[config.mk]
export PLATFORM = sky130hd
export DESIGN_NAME = mem_rr_arbiter_flat
export DESIGN_NICKNAME = d
export VERILOG_FILES = /design/src/rtl/mem_rr_arbiter_pkg.sv /design/src/rtl/mem_rr_arbiter_if.sv /design/src/rtl/mem_rr_arbiter_picker.sv /design/src/rtl/mem_rr_arbiter.sv /design/src/flat_wrapper.sv
export SDC_FILE = /design/constraint.sdc
export NUM_CORES = 1
export LEC_CHECK = 0
export CELL_PAD_IN_SITES_DETAIL_PLACEMENT = 1
export CELL_PAD_IN_SITES_GLOBAL_PLACEMENT = 1
export CORE_MARGIN = 10
export CORE_UTILIZATION = 30
export DETAILED_ROUTE_END_ITERATION = 10
export PLACE_DENSITY_LB_ADDON = 0.1
export SLEW_MARGIN = 20
export SYNTH_ARGS = -nofsm -noshare
export SYNTH_HDL_FRONTEND = slang
export SYNTH_SLANG_ARGS = --single-unit
[constraint.sdc]
create_clock -name clk -period 4.48 [get_ports clk]
set_clock_uncertainty 0.05 [all_clocks]
set_input_delay 0.896 -clock clk [delete_from_list [all_inputs] [get_ports clk]]
set_output_delay 0.896 -clock clk [all_outputs]
set_load 0.02 [all_outputs]
[src/rtl/mem_rr_arbiter_pkg.sv]
// Shared types and limits for the memory-port round-robin arbiter family.
package mem_arb_pkg;

  // Upper bound on requester ports a single arbiter instance can serve.
  localparam int MEM_ARB_MAX_REQ = 8;

  typedef enum logic [1:0] {
    ARB_IDLE,
    ARB_ISSUE,
    ARB_RESP
  } arb_state_t;

  // Width of a port index; a one-port ring still needs a 1-bit pointer.
  function automatic int idx_w(input int n);
    return (n > 1) ? $clog2(n) : 1;
  endfunction

endpackage

[src/rtl/mem_rr_arbiter_if.sv]
// Requester-side and lower-memory-side bus of the round-robin arbiter.
// slave is the arbiter's view; master is the requesters + RAM view.
interface mem_rr_arbiter_if #(
  parameter int NUM_REQ = 2,
  parameter int ADDR_W  = 32,
  parameter int DATA_W  = 32
);
  localparam int BE_W = DATA_W / 8;

  logic [NUM_REQ-1:0][ADDR_W-1:0] req_addr;
  logic [NUM_REQ-1:0][DATA_W-1:0] req_data_i;
  logic [NUM_REQ-1:0][BE_W-1:0]   req_data_en;
  logic [NUM_REQ-1:0]             req_read_en;
  logic [NUM_REQ-1:0]             req_write_en;
  logic [DATA_W-1:0]              req_data_o;
  logic [NUM_REQ-1:0]             req_done;

  logic [ADDR_W-1:0]              mem_addr;
  logic [DATA_W-1:0]              mem_data_i;
  logic [BE_W-1:0]                mem_data_en;
  logic                           mem_read_en;
  logic                           mem_write_en;
  logic [DATA_W-1:0]              mem_data_o;
  logic                           mem_done;

  modport slave (
    input  req_addr, req_data_i, req_data_en, req_read_en, req_write_en,
    input  mem_data_o, mem_done,
    output req_data_o, req_done,
    output mem_addr, mem_data_i, mem_data_en, mem_read_en, mem_write_en
  );

  modport master (
    output req_addr, req_data_i, req_data_en, req_read_en, req_write_en,
    output mem_data_o, mem_done,
    input  req_data_o, req_done,
    input  mem_addr, mem_data_i, mem_data_en, mem_read_en, mem_write_en
  );

endinterface

[src/rtl/mem_rr_arbiter_picker.sv]
// Rotating-priority picker: first set bit of req scanning rr_ptr, rr_ptr+1, ...
// wrapping at NUM_REQ. Purely combinational so other ring arbiters can reuse it.
module rr_priority_picker #(
  parameter  int NUM_REQ = 2,
  localparam int PTR_W   = (NUM_REQ > 1) ? $clog2(NUM_REQ) : 1
) (
  input  logic [NUM_REQ-1:0] req,
  input  logic [PTR_W-1:0]   rr_ptr,
  output logic               grant_valid,
  output logic [PTR_W-1:0]   grant_idx
);

  // Scan from the farthest offset down so the nearest active index wins last.
  // Wrap is an explicit compare so non-power-of-two NUM_REQ works.
  always_comb begin
    logic [PTR_W:0] k;
    grant_valid = 1'b0;
    grant_idx   = '0;
    k           = '0;
    for (int i = NUM_REQ - 1; i >= 0; i--) begin
      k = {1'b0, rr_ptr} + (PTR_W+1)'(i);
      if (k >= (PTR_W+1)'(NUM_REQ)) k = k - (PTR_W+1)'(NUM_REQ);
      if (req[k[PTR_W-1:0]]) begin
        grant_valid = 1'b1;
        grant_idx   = k[PTR_W-1:0];
      end
    end
  end

endmodule

[src/rtl/mem_rr_arbiter.sv]
// Round-robin arbiter sharing one lower memory port among NUM_REQ requesters.
// One transaction outstanding at a time: IDLE grants, ISSUE waits for mem_done,
// RESP pulses req_done for one cycle so the winner can drop its request.
module mem_rr_arbiter
  import mem_arb_pkg::*;
#(
  parameter int NUM_REQ = 2,
  parameter int ADDR_W  = 32,
  parameter int DATA_W  = 32
) (
  input  logic            clk,
  input  logic            reset,
  mem_rr_arbiter_if.slave bus
);

  localparam int PTR_W = idx_w(NUM_REQ);
  localparam int BE_W  = DATA_W / 8;

  arb_state_t          state;
  logic [PTR_W-1:0]    rr_ptr;
  logic [PTR_W-1:0]    grant_idx;
  logic [NUM_REQ-1:0]  active;
  logic                pick_vld;
  logic [PTR_W-1:0]    pick_idx;

  logic [ADDR_W-1:0]   mem_addr_q;
  logic [DATA_W-1:0]   mem_wdata_q;
  logic [BE_W-1:0]     mem_be_q;
  logic                mem_rd_q;
  logic                mem_wr_q;
  logic [DATA_W-1:0]   rdata_q;
  logic [NUM_REQ-1:0]  done_q;

  assign active = bus.req_read_en | bus.req_write_en;

  rr_priority_picker #(.NUM_REQ(NUM_REQ)) u_pick (
    .req         (active),
    .rr_ptr      (rr_ptr),
    .grant_valid (pick_vld),
    .grant_idx   (pick_idx)
  );

  // Arbitration FSM with registered lower-port and response outputs.
  always_ff @(posedge clk) begin
    if (reset) begin
      state       <= ARB_IDLE;
      rr_ptr      <= '0;
      grant_idx   <= '0;
      mem_addr_q  <= '0;
      mem_wdata_q <= '0;
      mem_be_q    <= '0;
      mem_rd_q    <= 1'b0;
      mem_wr_q    <= 1'b0;
      rdata_q     <= '0;
      done_q      <= '0;
    end else begin
      case (state)
        ARB_IDLE: begin
          if (pick_vld) begin
            grant_idx   <= pick_idx;
            mem_addr_q  <= bus.req_addr[pick_idx];
            mem_wdata_q <= bus.req_data_i[pick_idx];
            mem_be_q    <= bus.req_data_en[pick_idx];
            // write wins if a port ever shows both levels
            mem_wr_q    <= bus.req_write_en[pick_idx];
            mem_rd_q    <= ~bus.req_write_en[pick_idx];
            state       <= ARB_ISSUE;
          end
        end
        ARB_ISSUE: begin
          if (bus.mem_done) begin
            if (mem_rd_q) rdata_q <= bus.mem_data_o;
            mem_rd_q <= 1'b0;
            mem_wr_q <= 1'b0;
            done_q   <= NUM_REQ'(1) << grant_idx;
            rr_ptr   <= (grant_idx == PTR_W'(NUM_REQ - 1)) ? '0 : grant_idx + 1'b1;
            state    <= ARB_RESP;
          end
        end
        ARB_RESP: begin
          done_q <= '0;
          state  <= ARB_IDLE;
        end
        default: state <= ARB_IDLE;
      endcase
    end
  end

  assign bus.mem_addr     = mem_addr_q;
  assign bus.mem_data_i   = mem_wdata_q;
  assign bus.mem_data_en  = mem_be_q;
  assign bus.mem_read_en  = mem_rd_q;
  assign bus.mem_write_en = mem_wr_q;
  assign bus.req_data_o   = rdata_q;
  assign bus.req_done     = done_q;

  // Spurious completions from the lower port outside ISSUE are ignored; track them.
  c_stray_mem_done: cover property (@(posedge clk) disable iff (reset)
    bus.mem_done && (state != ARB_ISSUE));

endmodule

[src/flat_wrapper.sv]
// flat-port wrapper written by rule: the top's interface ports become plain ports
module mem_rr_arbiter_flat import mem_arb_pkg::*;
#(
  parameter int NUM_REQ = 2,
  parameter int ADDR_W  = 32,
  parameter int DATA_W  = 32
)
  (clk, reset, bus_req_addr, bus_req_data_i, bus_req_data_en, bus_req_read_en, bus_req_write_en, bus_mem_data_o, bus_mem_done, bus_req_data_o, bus_req_done, bus_mem_addr, bus_mem_data_i, bus_mem_data_en, bus_mem_read_en, bus_mem_write_en);
  mem_rr_arbiter_if #(.NUM_REQ(NUM_REQ), .ADDR_W(ADDR_W), .DATA_W(DATA_W)) bus_i ();
  input  logic clk;
  input  logic reset;
  input wire logic [$bits(bus_i.req_addr)-1:0] bus_req_addr;
  input wire logic [$bits(bus_i.req_data_i)-1:0] bus_req_data_i;
  input wire logic [$bits(bus_i.req_data_en)-1:0] bus_req_data_en;
  input wire logic [$bits(bus_i.req_read_en)-1:0] bus_req_read_en;
  input wire logic [$bits(bus_i.req_write_en)-1:0] bus_req_write_en;
  input wire logic [$bits(bus_i.mem_data_o)-1:0] bus_mem_data_o;
  input wire logic [$bits(bus_i.mem_done)-1:0] bus_mem_done;
  output wire logic [$bits(bus_i.req_data_o)-1:0] bus_req_data_o;
  output wire logic [$bits(bus_i.req_done)-1:0] bus_req_done;
  output wire logic [$bits(bus_i.mem_addr)-1:0] bus_mem_addr;
  output wire logic [$bits(bus_i.mem_data_i)-1:0] bus_mem_data_i;
  output wire logic [$bits(bus_i.mem_data_en)-1:0] bus_mem_data_en;
  output wire logic [$bits(bus_i.mem_read_en)-1:0] bus_mem_read_en;
  output wire logic [$bits(bus_i.mem_write_en)-1:0] bus_mem_write_en;
  assign bus_i.req_addr = bus_req_addr;
  assign bus_i.req_data_i = bus_req_data_i;
  assign bus_i.req_data_en = bus_req_data_en;
  assign bus_i.req_read_en = bus_req_read_en;
  assign bus_i.req_write_en = bus_req_write_en;
  assign bus_i.mem_data_o = bus_mem_data_o;
  assign bus_i.mem_done = bus_mem_done;
  assign bus_req_data_o = bus_i.req_data_o;
  assign bus_req_done = bus_i.req_done;
  assign bus_mem_addr = bus_i.mem_addr;
  assign bus_mem_data_i = bus_i.mem_data_i;
  assign bus_mem_data_en = bus_i.mem_data_en;
  assign bus_mem_read_en = bus_i.mem_read_en;
  assign bus_mem_write_en = bus_i.mem_write_en;
  mem_rr_arbiter #(.NUM_REQ(NUM_REQ), .ADDR_W(ADDR_W), .DATA_W(DATA_W)) u_core (.clk(clk), .reset(reset), .bus(bus_i));
endmodule
Fig. 1: placement by cell class
Scale bar: 50 um. Fill, decap, tap and diode cells in grey.
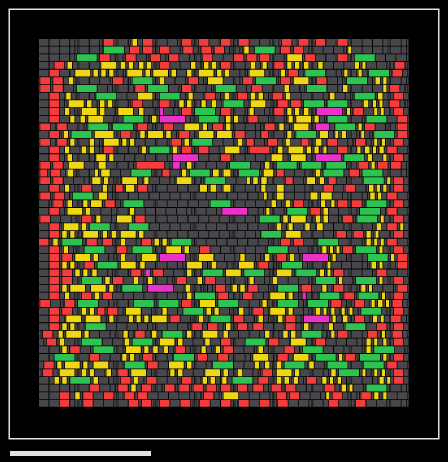
legend:
  yellow:
    class: combinational and other logic
    cells: 408
    share_of_their_area: 34%
  green:
    class: sequential cells
    cells: 108
    share_of_their_area: 27%
  magenta:
    class: clock drivers and dummy loads
    cells: 14
    share_of_their_area: 3.2%
  red:
    class: remaining buffers and delay cells
    cells: 289
    share_of_their_area: 36%
final core occ: 48.7%
finished layout cell area: 0.00833 sq mm
area inside the core boundary: 0.0171 sq mm
sequential share of cell area: 26.0%

Fig. 2: placed standard cells
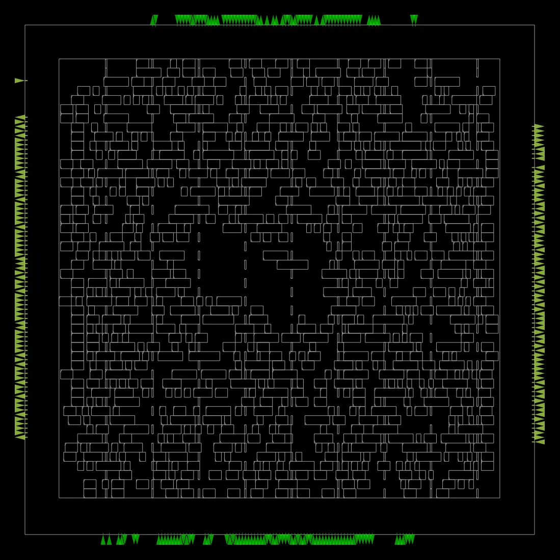
tapcell count: 225
number of sequential cells: 108
row count: 48
Filler Cells Inserted: 1,936

Fig. 3: signal wires on met4
Scale bar: 50 um.
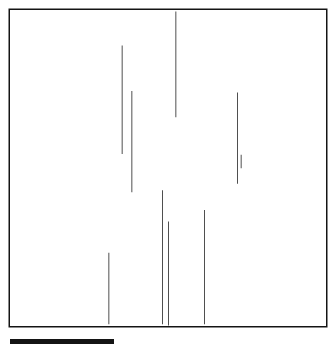
wire length on this layer: 402 um
longest straight run: 63.9 um
total via count after detailed routing: 5,595
drt total wl: 22,800 um

Fig. 4: gate-type map
Scale bar: 50 um.
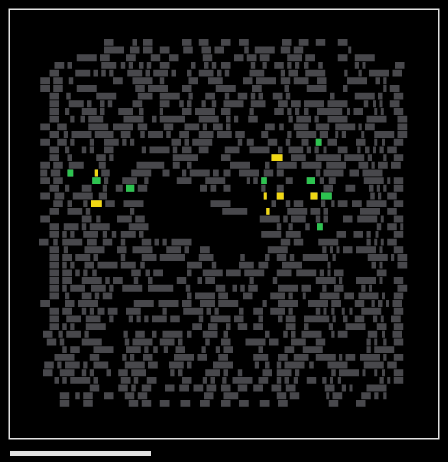
legend:
  green:
    family: and/or cells
    cells: 8
    most_used: or2_2
  yellow:
    family: nor cells
    cells: 7
    most_used: nor2_1
leading cell type in the layout, fill and taps excluded: sky130_fd_sc_hd__clkdlybuf4s50_1
Cell Count, Final, Fillers Out: 1,046

==> impl_metrics.ini <==
; implementation run metrics
[global_routing]
grtUsageTotal_pct = 19.1
first_global_vias = 6040
grt_first_pass_wirelength_um = 34600
grt_overflow = 0
pin_count_of_the_biggest_net_entering_global_routing = 73
grt_antenna_before_repair = 2

[worst_setup_path]
crit_required_ns = 4.68
cp-start-kind = input port
worstReg2RegStart = u_core.rr_ptr
critical_path_class = input port to register
setup.worst_path.end_class = register
critical_path.max_fanout = 40
r2r_end = u_core.bus.mem_addr[14]
reg2reg_depth = 4
crit_buf_inv = 2
slowest_delay_ns = 0.72
critPathSlowestCell = sky130_fd_sc_hd__or4_2
critical_path.cell_chain = clkdlybuf4s50_1 > or4_2 > and2_4 > buf_16 > a311oi_2
timing.critical_path.arrival_ns = 3.05
timing.critical_path.max_delay_family = simple AND/OR/NAND/NOR gates
setup.reg_to_reg.worst_slack_ns = 2.37

[sta]
slew_viol_final = 0
timing_hold_violations_final = 0
period_used_pct = 63.6
rsz0062_at_grt = false
clock.fmax_mhz = 351
relSlewSlack_pct = 39.9
timing.final.setup_violations = 0
final.setup.tns_ns = 0
timing.final.crit_period_ns = 2.85
worst_slew_pin_slew_ns = 0.902

[hold_path]
min-delay-path-class = register to register
hp-start = u_core.bus.req_data_o[24]
min_path_cells = 2
hold_end = u_core.bus.req_data_o[24]

[placement]
dp.final_hpwl_um = 16200
place_congestion = 0.750
number_of_i_o_port_buffers = 278

[layout]
area_growth_from_synthesis_to_layout_pct = 60.5
final_nets = 991
drive_gt1_share_pct = 12.5
most-common-layout-cells = sky130_fd_sc_hd__clkdlybuf4s50_1, sky130_fd_sc_hd__dfxtp_1, sky130_fd_sc_hd__a21oi_1

[routing]
drt_iter0_markers = 284
drt_first_pass_iters = 4
drt.antenna.violating_nets = 0
wire_per_inst_um = 21.8
drcViolationCount = 0
routed_via_density = 5.35

[pwr]
design_power_total_uw = 2710
pwr_density_cell_mw_per_mm2 = 325
max-vdd-ir-drop_v = 0.000171
static-leakage-power_uw = 0.00269

[synth]
synth-seq-area-share_pct = 41.7
synth-async-reset-ratio_pct = 0
edf_count = 0
ys_cells = 589
postSynthCellCount = 589
ys_chip_area_sq_mm = 0.00519
yosys_most_used_dff = sky130_fd_sc_hd__dfxtp_1
syn-cell-area_sq_mm = 0.00519
synth_area_per_cell_sq_um = 8.81
number_of_distinct_library_cell_variants_in_the_gate_level_netlist_after_synthesis = 28
floorplan.nets = 764
postSynthRegisterBits = 108
warning_count_from_the_yosys_run = 0

[clocking]
clock_tree.buffer_depth = 2
ctsHoldBuffers = 0
post_cts.repair.setup_buffers = 0
cts_resized = 0
clockRootBuffer = sky130_fd_sc_hd__clkbuf_16
cts_buffers = 9
worst_skew_pair.late_latency_ns = 0.34
cts_tree = built
clock-sinks = 108
clk_transition_reported_paths_ns = 0.07
ctsHtreeMaxLevel = 3

[floorplanning]
ios = 279
design.die.area_sq_mm = 0.0230
floorplanUtilization_pct = 30.3
fp.dieH_um = 152
die_w_um = 152

[status]
outcome = completed

[run]
number_of_max_cap_violations = 0
warnings = 26
state kept, by name, summed over array words and instances, names as in the netlist:
register and count:
u_core.bus.mem_data_i 32, u_core.bus.req_data_o 32, u_core.grant_idx 1, u_core.state 2, u_core.rr_ptr 1, u_core.bus.mem_write_en 1
u_core.bus.mem_data_en 4, u_core.bus.req_done 2, u_core.bus.mem_read_en 1, u_core.bus.mem_addr 32
through the flow:
| stage | hold slack, ns | worst slack [ns] | cells | area (sq um) |
|---|---|---|---|---|
| after detailed placement | 0.400 | 1.27 | 1030 | 8060 |
| after global placement | 0.391 | 1.35 | 1029 | 8040 |
| final | 0.406 | 1.63 | 1046 | 8330 |
| after CTS | 0.409 | 1.62 | 1044 | 8320 |
| after floorplan | 0.414 | 2.16 | 589 | 5190 |
| after global routing | 0.431 | 1.48 | 1046 | 8330 |
worst reg2reg max path: stages (launching register included):
cell	delay [ns]
sky130_fd_sc_hd__dfxtp_1	0.37
sky130_fd_sc_hd__o21ba_2	0.63
sky130_fd_sc_hd__buf_4	0.49
sky130_fd_sc_hd__o21ai_0	0.22
sky130_fd_sc_hd__a311oi_2	0.26
per-layer routing:
metal | global-route usage (%) | vias to the layer above | wire, um
li1 | - | 2639 | -
met1 | 21.7 | 2753 | 9100
met2 | 32.6 | 181 | 11300
met3 | 6.98 | 22 | 2000
met4 | 6.01 | 0 | 401
met5 | 0 | - | 0
where the power goes:
group,switching [uW],internal (uW),total (uW),leakage [uW]
Clock,351,387,738,0.000125
Sequential,53.1,1050,1100,0.000890
Combinational,452,417,870,0.00168
Total,856,1850,2710,0.00269
Yosys cell counts, drive strengths merged, types with 2 or more instances:
cell type	count	area (sq um)
a311oi	68	1020
a21oi	106	531
and2	3	18.8
buf	12	105
nand3	69	345
dfxtp	108	2160
nand2	67	251
o22ai	2	12.5
nand3b	4	30.0
nor2	5	18.8
nor3b	2	15.0
or2	2	12.5
clkbuf	61	229
o21ai	70	350
layout make-up:
class                           count  area [sq um]  area share [%]
Clock buffer                       12           246            2.96
Timing Repair Buffer              289          2900            34.8
Clock inverter                      2          12.5           0.150
Tap cell                          225           282            3.38
Sequential cell                   108          2160            26.0
Antenna cell                        2          5.00          0.0601
Multi-Input combinational cell    408          2730            32.7
worst max path at each step:
stage | start | endpoint | slack (ns) | cells after the start
final | bus_req_write_en[1] | u_core.bus.mem_data_i[25] | 1.63 | 5
after global routing | bus_req_write_en[1] | u_core.bus.mem_data_i[17] | 1.48 | 5
after CTS | bus_req_write_en[1] | u_core.bus.mem_data_i[25] | 1.62 | 5
after detailed placement | bus_req_write_en[1] | u_core.bus.mem_addr[12] | 1.27 | 5
after global placement | bus_req_write_en[1] | u_core.bus.mem_data_i[29] | 1.35 | 4
after floorplan | bus_req_write_en[1] | u_core.bus.mem_addr[0] | 2.16 | 6
cells by family after synthesis:
kind of cell | after synthesis | synth area share [%]
AND-OR/OR-AND | 252 | 37.9
buffers and inverters | 73 | 6.44
flip-flops | 108 | 41.7
AND/OR/NAND/NOR | 156 | 14.0
No activity file was given, so power comes from the tool's default toggle rates.
